Design chacha_driver, sky130hd; sources not shown.
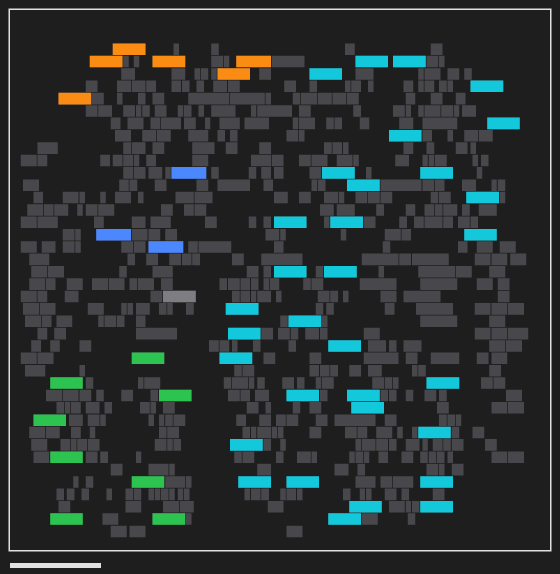
*Register map, names as in the netlist*
The bar under the picture is 20 um long. Other sequential cells in the stronger gray, the rest of the logic in the fainter gray.
- orange: byte_cnt (flops 6; where top left)
- blue: state (flops 3)
- green: blk_left (flops 8; where bottom left)
- cyan: ctr (flops 32)
- not colored: 1
Seq/total area: 19.02%
Reg area: 1006 um^2
Seq. pwr: 1.03 mW
Final Util: 41.58%

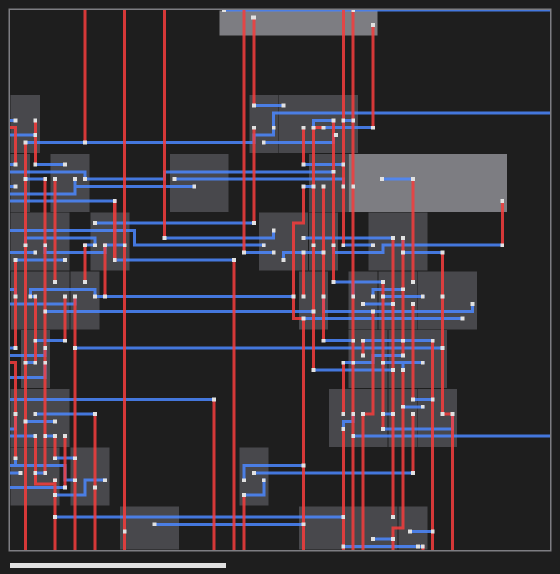
*Layout detail*
The bar under the picture is 10 um long. Window x 17 to 42, y 17 to 42 um. Cells in gray, sequential cells in the stronger gray; small squares are vias.
- red: metal 2
- blue: metal 1
- sequential cells in the window: 1
- most frequent: nand2_1 (5)
- cells with their middle in the window: 31

==> flow_summary.ini <==
; yosys + openroad results
[power]
clock_power_share_pct = 22.5
power.share.sequential_pct = 30.5
switchingPower_mw = 1.262
powerComb_mw = 1.58
p_clk_mw = 0.759

[floorplan]
nWellTaps = 172
pin_count = 54
die-area_um2 = 14110

[synth]
synth_cell_type_count = 79
yosysMostFrequentCell = nand2_1
ff_type = dfxtp_1
yosys-top-cells-count = 57 x nand2_1, 50 x dfxtp_1, 39 x a21oi_1
edf_count = 0
ys_cells = 501
synth-async-reset-ratio_pct = 0
synth_flops = 50
synth-simple-area-share_pct = 31.12

[run_status]
status = finished clean

[job]
cap_viol_max_count = 0

[final_layout]
area_growth_pct = 33.84
insertedDiodeCount = 0
comb_cells = 404
final_cell_area_um2 = 5290
largest_reg_flops = 32

[clock_network]
path_clk_slew_ns = 0.07
cts_tree = yes

[worst_hold_path]
hold_depth = 2

[final_timing]
finalCritPeriodShare_pct = 97.19
min_period_ns = 2.255

[route]
met1_length_um = 6360
vias = 4313
drt-initial-drc-count = 235

[global_route]
grt_pass1_wl_um = 23480
busiest_layer = met2

[placement]
gp_congestion = 0.9635
io_buffers = 53

[worst_setup_path]
arrival_ns = 1.79
Power is estimated from default activity; no workload was simulated.
